`src/rtl/cc_matrix_collision_scanner_if.sv`:
```
// Request/result bundle between the matrix registers, the scanner and game control.
// master drives the snapshot request; slave is the scanner side.
interface cc_matrix_collision_scanner_if #(
    parameter int MATRIXCOMPARATOR_DATAWIDTH = 8,
    parameter int MATRIXCOMPARATOR_ROWS      = 8
);
    localparam int N  = MATRIXCOMPARATOR_ROWS * MATRIXCOMPARATOR_DATAWIDTH;
    localparam int RW = $clog2(MATRIXCOMPARATOR_ROWS);

    logic          CC_MATRIXCOMPARATOR_start_InHigh;
    logic [N-1:0]  CC_MATRIXCOMPARATOR_frog_InBUS;
    logic [N-1:0]  CC_MATRIXCOMPARATOR_obstacle_InBUS;
    logic          CC_MATRIXCOMPARATOR_busy_OutHigh;
    logic          CC_MATRIXCOMPARATOR_done_OutHigh;
    logic          CC_MATRIXCOMPARATOR_crash_OutHigh;
    logic          CC_MATRIXCOMPARATOR_empty_OutHigh;
    logic [RW-1:0] CC_MATRIXCOMPARATOR_crashrow_OutBUS;

    modport master (
        output CC_MATRIXCOMPARATOR_start_InHigh,
        output CC_MATRIXCOMPARATOR_frog_InBUS,
        output CC_MATRIXCOMPARATOR_obstacle_InBUS,
        input  CC_MATRIXCOMPARATOR_busy_OutHigh,
        input  CC_MATRIXCOMPARATOR_done_OutHigh,
        input  CC_MATRIXCOMPARATOR_crash_OutHigh,
        input  CC_MATRIXCOMPARATOR_empty_OutHigh,
        input  CC_MATRIXCOMPARATOR_crashrow_OutBUS
    );

    modport slave (
        input  CC_MATRIXCOMPARATOR_start_InHigh,
        input  CC_MATRIXCOMPARATOR_frog_InBUS,
        input  CC_MATRIXCOMPARATOR_obstacle_InBUS,
        output CC_MATRIXCOMPARATOR_busy_OutHigh,
        output CC_MATRIXCOMPARATOR_done_OutHigh,
        output CC_MATRIXCOMPARATOR_crash_OutHigh,
        output CC_MATRIXCOMPARATOR_empty_OutHigh,
        output CC_MATRIXCOMPARATOR_crashrow_OutBUS
    );
endinterface

```
`src/rtl/cc_matrix_collision_scanner.sv`:
```
// Row-serial frog/obstacle overlap scanner with crash row and empty-frog flags.
// Optional CC_MATRIXCOMPARATOR_EARLY_ABORT_EN ends the scan at the first hit.
module cc_matrix_collision_scanner #(
    parameter int MATRIXCOMPARATOR_DATAWIDTH = 8,
    parameter int MATRIXCOMPARATOR_ROWS      = 8
) (
    input logic CC_MATRIXCOMPARATOR_CLOCK_50,
    input logic CC_MATRIXCOMPARATOR_RESET_InHigh,
    cc_matrix_collision_scanner_if.slave bus
);
    localparam int DW   = MATRIXCOMPARATOR_DATAWIDTH;
    localparam int ROWS = MATRIXCOMPARATOR_ROWS;
    localparam int RW   = $clog2(ROWS);

    typedef enum logic [1:0] {IDLE, SCAN, DONE} state_t;

    state_t                  state;
    logic [ROWS-1:0][DW-1:0] frog_snap;
    logic [ROWS-1:0][DW-1:0] obst_snap;
    logic [RW-1:0]           row;
    logic [RW-1:0]           first_row;
    logic                    found;
    logic                    empty_next;
    logic                    busy;
    logic                    done;
    logic                    crash;
    logic                    empty;
    logic [RW-1:0]           crashrow;
    logic                    hit;
    logic                    last_row;

    assign hit = |(frog_snap[row] & obst_snap[row]);

`ifdef CC_MATRIXCOMPARATOR_EARLY_ABORT_EN
    assign last_row = (row == RW'(ROWS - 1)) || hit;
`else
    assign last_row = (row == RW'(ROWS - 1));
`endif

    always_ff @(posedge CC_MATRIXCOMPARATOR_CLOCK_50) begin
        if (CC_MATRIXCOMPARATOR_RESET_InHigh) begin
            state      <= IDLE;
            frog_snap  <= '0;
            obst_snap  <= '0;
            row        <= '0;
            first_row  <= '0;
            found      <= 1'b0;
            empty_next <= 1'b0;
            busy       <= 1'b0;
            done       <= 1'b0;
            crash      <= 1'b0;
            empty      <= 1'b0;
            crashrow   <= '0;
        end else begin
            unique case (state)
                IDLE: begin
                    if (bus.CC_MATRIXCOMPARATOR_start_InHigh) begin
                        frog_snap  <= bus.CC_MATRIXCOMPARATOR_frog_InBUS;
                        obst_snap  <= bus.CC_MATRIXCOMPARATOR_obstacle_InBUS;
                        empty_next <= ~|bus.CC_MATRIXCOMPARATOR_frog_InBUS;
                        found      <= 1'b0;
                        first_row  <= '0;
                        row        <= '0;
                        busy       <= 1'b1;
                        state      <= SCAN;
                    end
                end
                SCAN: begin
                    // only the lowest colliding row is kept
                    if (hit && !found) begin
                        first_row <= row;
                        found     <= 1'b1;
                    end
                    if (last_row) begin
                        done  <= 1'b1;
                        state <= DONE;
                    end else begin
                        row <= row + 1'b1;
                    end
                end
                DONE: begin
                    done     <= 1'b0;
                    busy     <= 1'b0;
                    crash    <= found;
                    crashrow <= first_row;
                    empty    <= empty_next;
                    state    <= IDLE;
                end
                default: state <= IDLE;
            endcase
        end
    end

    assign bus.CC_MATRIXCOMPARATOR_busy_OutHigh    = busy;
    assign bus.CC_MATRIXCOMPARATOR_done_OutHigh    = done;
    assign bus.CC_MATRIXCOMPARATOR_crash_OutHigh   = crash;
    assign bus.CC_MATRIXCOMPARATOR_empty_OutHigh   = empty;
    assign bus.CC_MATRIXCOMPARATOR_crashrow_OutBUS = crashrow;
endmodule

```
`src/flat_wrapper.sv`:
```
// flat-port wrapper written by rule: the top's interface ports become plain ports
module cc_matrix_collision_scanner_flat 
#(
    parameter int MATRIXCOMPARATOR_DATAWIDTH = 8,
    parameter int MATRIXCOMPARATOR_ROWS      = 8
)
  (CC_MATRIXCOMPARATOR_CLOCK_50, CC_MATRIXCOMPARATOR_RESET_InHigh, bus_CC_MATRIXCOMPARATOR_start_InHigh, bus_CC_MATRIXCOMPARATOR_frog_InBUS, bus_CC_MATRIXCOMPARATOR_obstacle_InBUS, bus_CC_MATRIXCOMPARATOR_busy_OutHigh, bus_CC_MATRIXCOMPARATOR_done_OutHigh, bus_CC_MATRIXCOMPARATOR_crash_OutHigh, bus_CC_MATRIXCOMPARATOR_empty_OutHigh, bus_CC_MATRIXCOMPARATOR_crashrow_OutBUS);
  cc_matrix_collision_scanner_if #(.MATRIXCOMPARATOR_DATAWIDTH(MATRIXCOMPARATOR_DATAWIDTH), .MATRIXCOMPARATOR_ROWS(MATRIXCOMPARATOR_ROWS)) bus_i ();
  input logic CC_MATRIXCOMPARATOR_CLOCK_50;
  input logic CC_MATRIXCOMPARATOR_RESET_InHigh;
  input wire logic [$bits(bus_i.CC_MATRIXCOMPARATOR_start_InHigh)-1:0] bus_CC_MATRIXCOMPARATOR_start_InHigh;
  input wire logic [$bits(bus_i.CC_MATRIXCOMPARATOR_frog_InBUS)-1:0] bus_CC_MATRIXCOMPARATOR_frog_InBUS;
  input wire logic [$bits(bus_i.CC_MATRIXCOMPARATOR_obstacle_InBUS)-1:0] bus_CC_MATRIXCOMPARATOR_obstacle_InBUS;
  output wire logic [$bits(bus_i.CC_MATRIXCOMPARATOR_busy_OutHigh)-1:0] bus_CC_MATRIXCOMPARATOR_busy_OutHigh;
  output wire logic [$bits(bus_i.CC_MATRIXCOMPARATOR_done_OutHigh)-1:0] bus_CC_MATRIXCOMPARATOR_done_OutHigh;
  output wire logic [$bits(bus_i.CC_MATRIXCOMPARATOR_crash_OutHigh)-1:0] bus_CC_MATRIXCOMPARATOR_crash_OutHigh;
  output wire logic [$bits(bus_i.CC_MATRIXCOMPARATOR_empty_OutHigh)-1:0] bus_CC_MATRIXCOMPARATOR_empty_OutHigh;
  output wire logic [$bits(bus_i.CC_MATRIXCOMPARATOR_crashrow_OutBUS)-1:0] bus_CC_MATRIXCOMPARATOR_crashrow_OutBUS;
  assign bus_i.CC_MATRIXCOMPARATOR_start_InHigh = bus_CC_MATRIXCOMPARATOR_start_InHigh;
  assign bus_i.CC_MATRIXCOMPARATOR_frog_InBUS = bus_CC_MATRIXCOMPARATOR_frog_InBUS;
  assign bus_i.CC_MATRIXCOMPARATOR_obstacle_InBUS = bus_CC_MATRIXCOMPARATOR_obstacle_InBUS;
  assign bus_CC_MATRIXCOMPARATOR_busy_OutHigh = bus_i.CC_MATRIXCOMPARATOR_busy_OutHigh;
  assign bus_CC_MATRIXCOMPARATOR_done_OutHigh = bus_i.CC_MATRIXCOMPARATOR_done_OutHigh;
  assign bus_CC_MATRIXCOMPARATOR_crash_OutHigh = bus_i.CC_MATRIXCOMPARATOR_crash_OutHigh;
  assign bus_CC_MATRIXCOMPARATOR_empty_OutHigh = bus_i.CC_MATRIXCOMPARATOR_empty_OutHigh;
  assign bus_CC_MATRIXCOMPARATOR_crashrow_OutBUS = bus_i.CC_MATRIXCOMPARATOR_crashrow_OutBUS;
  cc_matrix_collision_scanner #(.MATRIXCOMPARATOR_DATAWIDTH(MATRIXCOMPARATOR_DATAWIDTH), .MATRIXCOMPARATOR_ROWS(MATRIXCOMPARATOR_ROWS)) u_core (.CC_MATRIXCOMPARATOR_CLOCK_50(CC_MATRIXCOMPARATOR_CLOCK_50), .CC_MATRIXCOMPARATOR_RESET_InHigh(CC_MATRIXCOMPARATOR_RESET_InHigh), .bus(bus_i));
endmodule
```
`config.mk`:
```
export PLATFORM = sky130hd
export DESIGN_NAME = cc_matrix_collision_scanner_flat
export DESIGN_NICKNAME = d
export VERILOG_FILES = /design/src/rtl/cc_matrix_collision_scanner_if.sv /design/src/rtl/cc_matrix_collision_scanner.sv /design/src/flat_wrapper.sv
export SDC_FILE = /design/constraint.sdc
export NUM_CORES = 1
export LEC_CHECK = 0
export CAP_MARGIN = 20
export CORE_MARGIN = 3
export CORE_UTILIZATION = 53
export CTS_CLUSTER_SIZE = 20
export DETAILED_ROUTE_END_ITERATION = 10
export PLACE_DENSITY = 0.93
export SKIP_CTS_REPAIR_TIMING = 1
export SLEW_MARGIN = 20
export SYNTH_ARGS = -nofsm -noshare
export SYNTH_HDL_FRONTEND = slang
export SYNTH_SLANG_ARGS = --single-unit
```
`constraint.sdc`:
```
create_clock -name CC_MATRIXCOMPARATOR_CLOCK_50 -period 3.3 [get_ports CC_MATRIXCOMPARATOR_CLOCK_50]
set_input_delay 0.66 -clock CC_MATRIXCOMPARATOR_CLOCK_50 [delete_from_list [all_inputs] [get_ports CC_MATRIXCOMPARATOR_CLOCK_50]]
set_output_delay 0.66 -clock CC_MATRIXCOMPARATOR_CLOCK_50 [all_outputs]
set_load 0.02 [all_outputs]
```
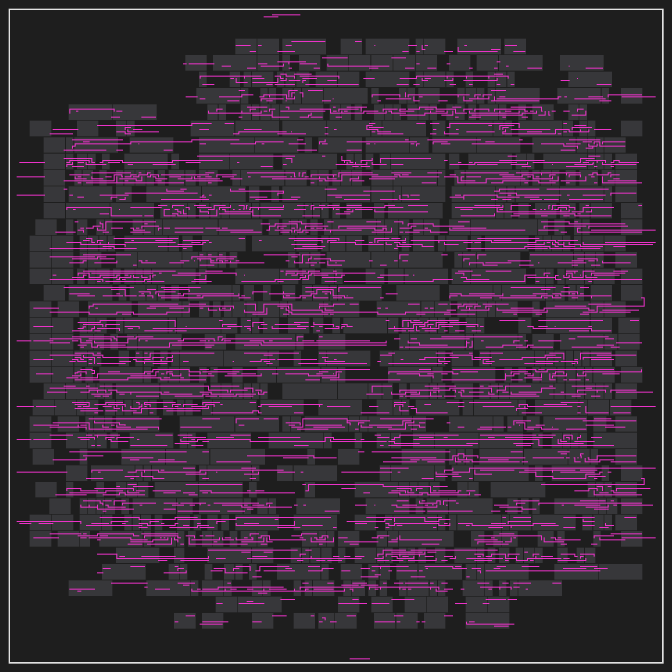
m1.png
Cells faint in the background.
share of all routed wire: 40%
nets with wire on the layer: 856
wire length on this layer: 6100 um
main direction: horizontal

==> results.yml <==
# synthesis and place-and-route metrics
status:
  run_status: "finished clean"
synthesis:
  ys.flop_type: "sky130_fd_sc_hd__dfxtp_1"
  netlist.top_cell.by_area: "sky130_fd_sc_hd__dfxtp_1"
  yosys_warnings: 0
  enable_flop_cells: 0
  yosys-top-cells-count: "sky130_fd_sc_hd__nand2_1, sky130_fd_sc_hd__dfxtp_1, sky130_fd_sc_hd__a21oi_1, sky130_fd_sc_hd__clkbuf_1, sky130_fd_sc_hd__nor4_1"
  synth-async-reset-ratio: 0
  yosys.stat.seqShare: 0.526
  syn-cell-area_sq_um: 5520
  synth_dominant_cell_count: "sky130_fd_sc_hd__nand2_1"
  ys_ff: 145
  synth_chip_area_sq_um: 5520
  yosys_cells: 701
  area_share_of_the_leading_cell_type_in_the_synthesized_netlist: 0.526
  synthesis.area_per_instance_sq_um: 7.87
  syn_nets: 834
  netlist_instances: 701
  synthTopCellsByArea: "sky130_fd_sc_hd__dfxtp_1, sky130_fd_sc_hd__nand2_1, sky130_fd_sc_hd__a21oi_1"
  synthDistinctLibCells: 35
floorplanning:
  standard_cell_rows: 36
  initCoreUtil: 0.555
  pin_count: 138
  floorplan.core_area_sq_um: 9950
  die_w_um: 108
  dieArea_sq_um: 11700
  die_h_um: 108
sta:
  achievable_frequency_mhz: 465
  worst-slew-pin-transition_ps: 676
  period_needed_ps: 2150
  max_slew_margin: 0.545
  timing_hold_violations_final: 0
  skew_ps: 6.21
  post-route-period-util: 0.651
  finalMaxSlewViolations: 0
  finalSetupTns_ps: 0
  grt_setup_unrepaired: "false"
  setup_viol_count_final: 0
route:
  detail_route.first_pass.iterations: 5
  count_of_routing_violations_after_the_opening_detailed_route_iteration: 529
  wl_per_cell_um: 15.9
  detail_route.drc_violations: 0
  detailroute.via_count: 5376
  totalWireLength_um: 15300
  ant_nets: 0
  viasPerCell: 5.59
place:
  dpl.hpwl_um: 10400
  io_buffer_count: 137
  gp_congestion: 0.836
clocking:
  cts_num_sinks: 145
  tritoncts: "yes"
  cts_root_buffer: "sky130_fd_sc_hd__clkbuf_8"
  h-tree-depth: 4
  cts-root-to-sink-buffers: 2
  worst_skew_pair.late_latency_ps: 510
  clkTransAtPathRegs_ps: 60
  cts_buffers: 17
power_and_ir_drop:
  ir_drop_mv: 0.299
  p_per_area_nw_per_um2: 547
  p_leak_nw: 2.72
worst_setup_path:
  required_ps: 2640
  cpPeakStageDelay_ps: 640
  critical_path.slowest_cell: "sky130_fd_sc_hd__clkdlybuf4s50_1"
  crit_buf_inv: 1
  setup.worst_path.end_class: "output pin"
  critPathLaunchType: "flip-flop"
  cpLargestDelayFamily: "buffers and inverters"
  worst-setup-path-type: "flip-flop to output pin"
  worstPathMaxFanout: 2
  path_cells: "clkdlybuf4s50_1"
  worst_ep_arrival_time_ps: 1490
worst_hold_path:
  hp-class: "flip-flop to flip-flop"
final_layout:
  nets: 951
  finalCoreUtilization: 0.749
  area_delta_synth_final_pct: 35.1
  final_layout_size_suffix_gt1_frac: 0.0519
  n_antenna_cell: 0
global_routing:
  global_route_wire_length_before_repair_um: 24300
  grt_overflow_total: 0
  grt_pass1_vias: 5202
  number_of_antenna_violations_at_the_first_check_in_global_routing: 0
  grt_max_degree: 68
  grt_usage: 0.263
job:
  max_cap_viol_count: 0
  warning_count: 26
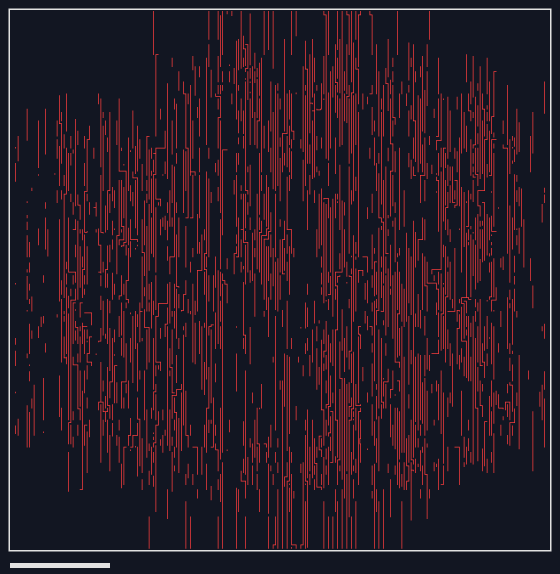
m2.png
The bar under the picture is 20 um long.
wire length on this layer: 7660 um
nets with wire on the layer: 809
main direction: vertical
longest straight run: 47.3 um
share of all routed wire: 50%

## layout make-up
cell class | count | area, sq um
clock buffer | 20 | 435
clock inverter | 10 | 90.1
fill | 696 | 2500
inverter | 2 | 7.51
multi-input combinational | 508 | 2410
sequential | 145 | 2900
tap | 133 | 166
timing repair buffer | 144 | 1450
## worst paths after layout
check	end	start	cells past startpoint	slack, ps
max	bus_CC_MATRIXCOMPARATOR_crashrow_OutBUS[0]	flip-flop	1	1150
min	u_core.obst_snap[51]	u_core.obst_snap[51]	2	450
max reg2reg	u_core.first_row[1]	u_core.frog_snap[40]	6	1330
min reg2reg	u_core.obst_snap[51]	u_core.obst_snap[51]	2	450
## per-stage QoR
step	hold slack [ps]	area [sq um]	cells	worst slack, ps	power [mW]
2_1_floorplan	432	5520	701	1600	2.17
3_3_place_gp	442	6930	932	866	2.39
3_5_place_dp	447	6930	932	704	2.41
4_1_cts	454	7460	962	1140	4.09
5_1_grt	466	7460	962	1020	4.23
6_report	454	7460	962	1150	4.08
## logic make-up (layout without fill, tap and decap cells)
logic type	after synthesis	after routing	share of synthesized area
buffers and inverters	48	176	0.0390
multiplexers	2	2	0.00363
adder cells (fa/ha/maj)	2	2	0.00453
flip-flops	145	145	0.526
AND-OR/OR-AND	175	175	0.184
AND/OR/NAND/NOR	329	329	0.243
## per-layer routing
layer,up-vias,global-route usage,part of all wire
li1,2609,-,-
met1,2488,0.315,0.40
met2,246,0.453,0.50
met3,33,0.0645,0.078
met4,0,0.108,0.024
met5,-,0,0
## report_power, final
part           leakage (nW)  switching [mW]  total, mW  internal, mW
sequential             1.19          0.0614       1.91          1.85
clock                 0.252           0.690       1.69          1.01
combinational          1.28           0.238      0.471         0.233
## sequential cells by signal, summed over array words and instances, names as in the netlist
name / cells
u_core.bus.CC_MATRIXCOMPARATOR_busy_OutHigh: 1
u_core.bus.CC_MATRIXCOMPARATOR_crash_OutHigh: 1
u_core.bus.CC_MATRIXCOMPARATOR_crashrow_OutBUS: 3
u_core.bus.CC_MATRIXCOMPARATOR_done_OutHigh: 1
u_core.bus.CC_MATRIXCOMPARATOR_empty_OutHigh: 1
u_core.empty_next: 1
u_core.first_row: 3
u_core.found: 1
u_core.frog_snap: 64
u_core.obst_snap: 64
u_core.row: 3
u_core.state: 2
## cell usage in the layout, fill, tap and decap left out, drive strengths merged, types with 2 or more instances in the layout
cell / synthesis / final
a31o: 2 / 2
clkdlybuf4s50: 0 / 136
clkinv: 0 / 6
a22o: 2 / 2
nand4: 6 / 6
clkbuf: 31 / 20
nand2: 278 / 278
a222oi: 8 / 8
and3: 3 / 3
buf: 15 / 8
a21oi: 142 / 142
dfxtp: 145 / 145
nor3: 4 / 4
nand3: 6 / 6
ha: 2 / 2
a22oi: 14 / 14
nand3b: 2 / 2
mux2i: 2 / 2
nor4: 17 / 17
nor2: 9 / 9
inv: 2 / 2
clkinvlp: 0 / 3
a221oi: 3 / 3
Power figures rest on the tool's default switching activity, not on a simulated workload.
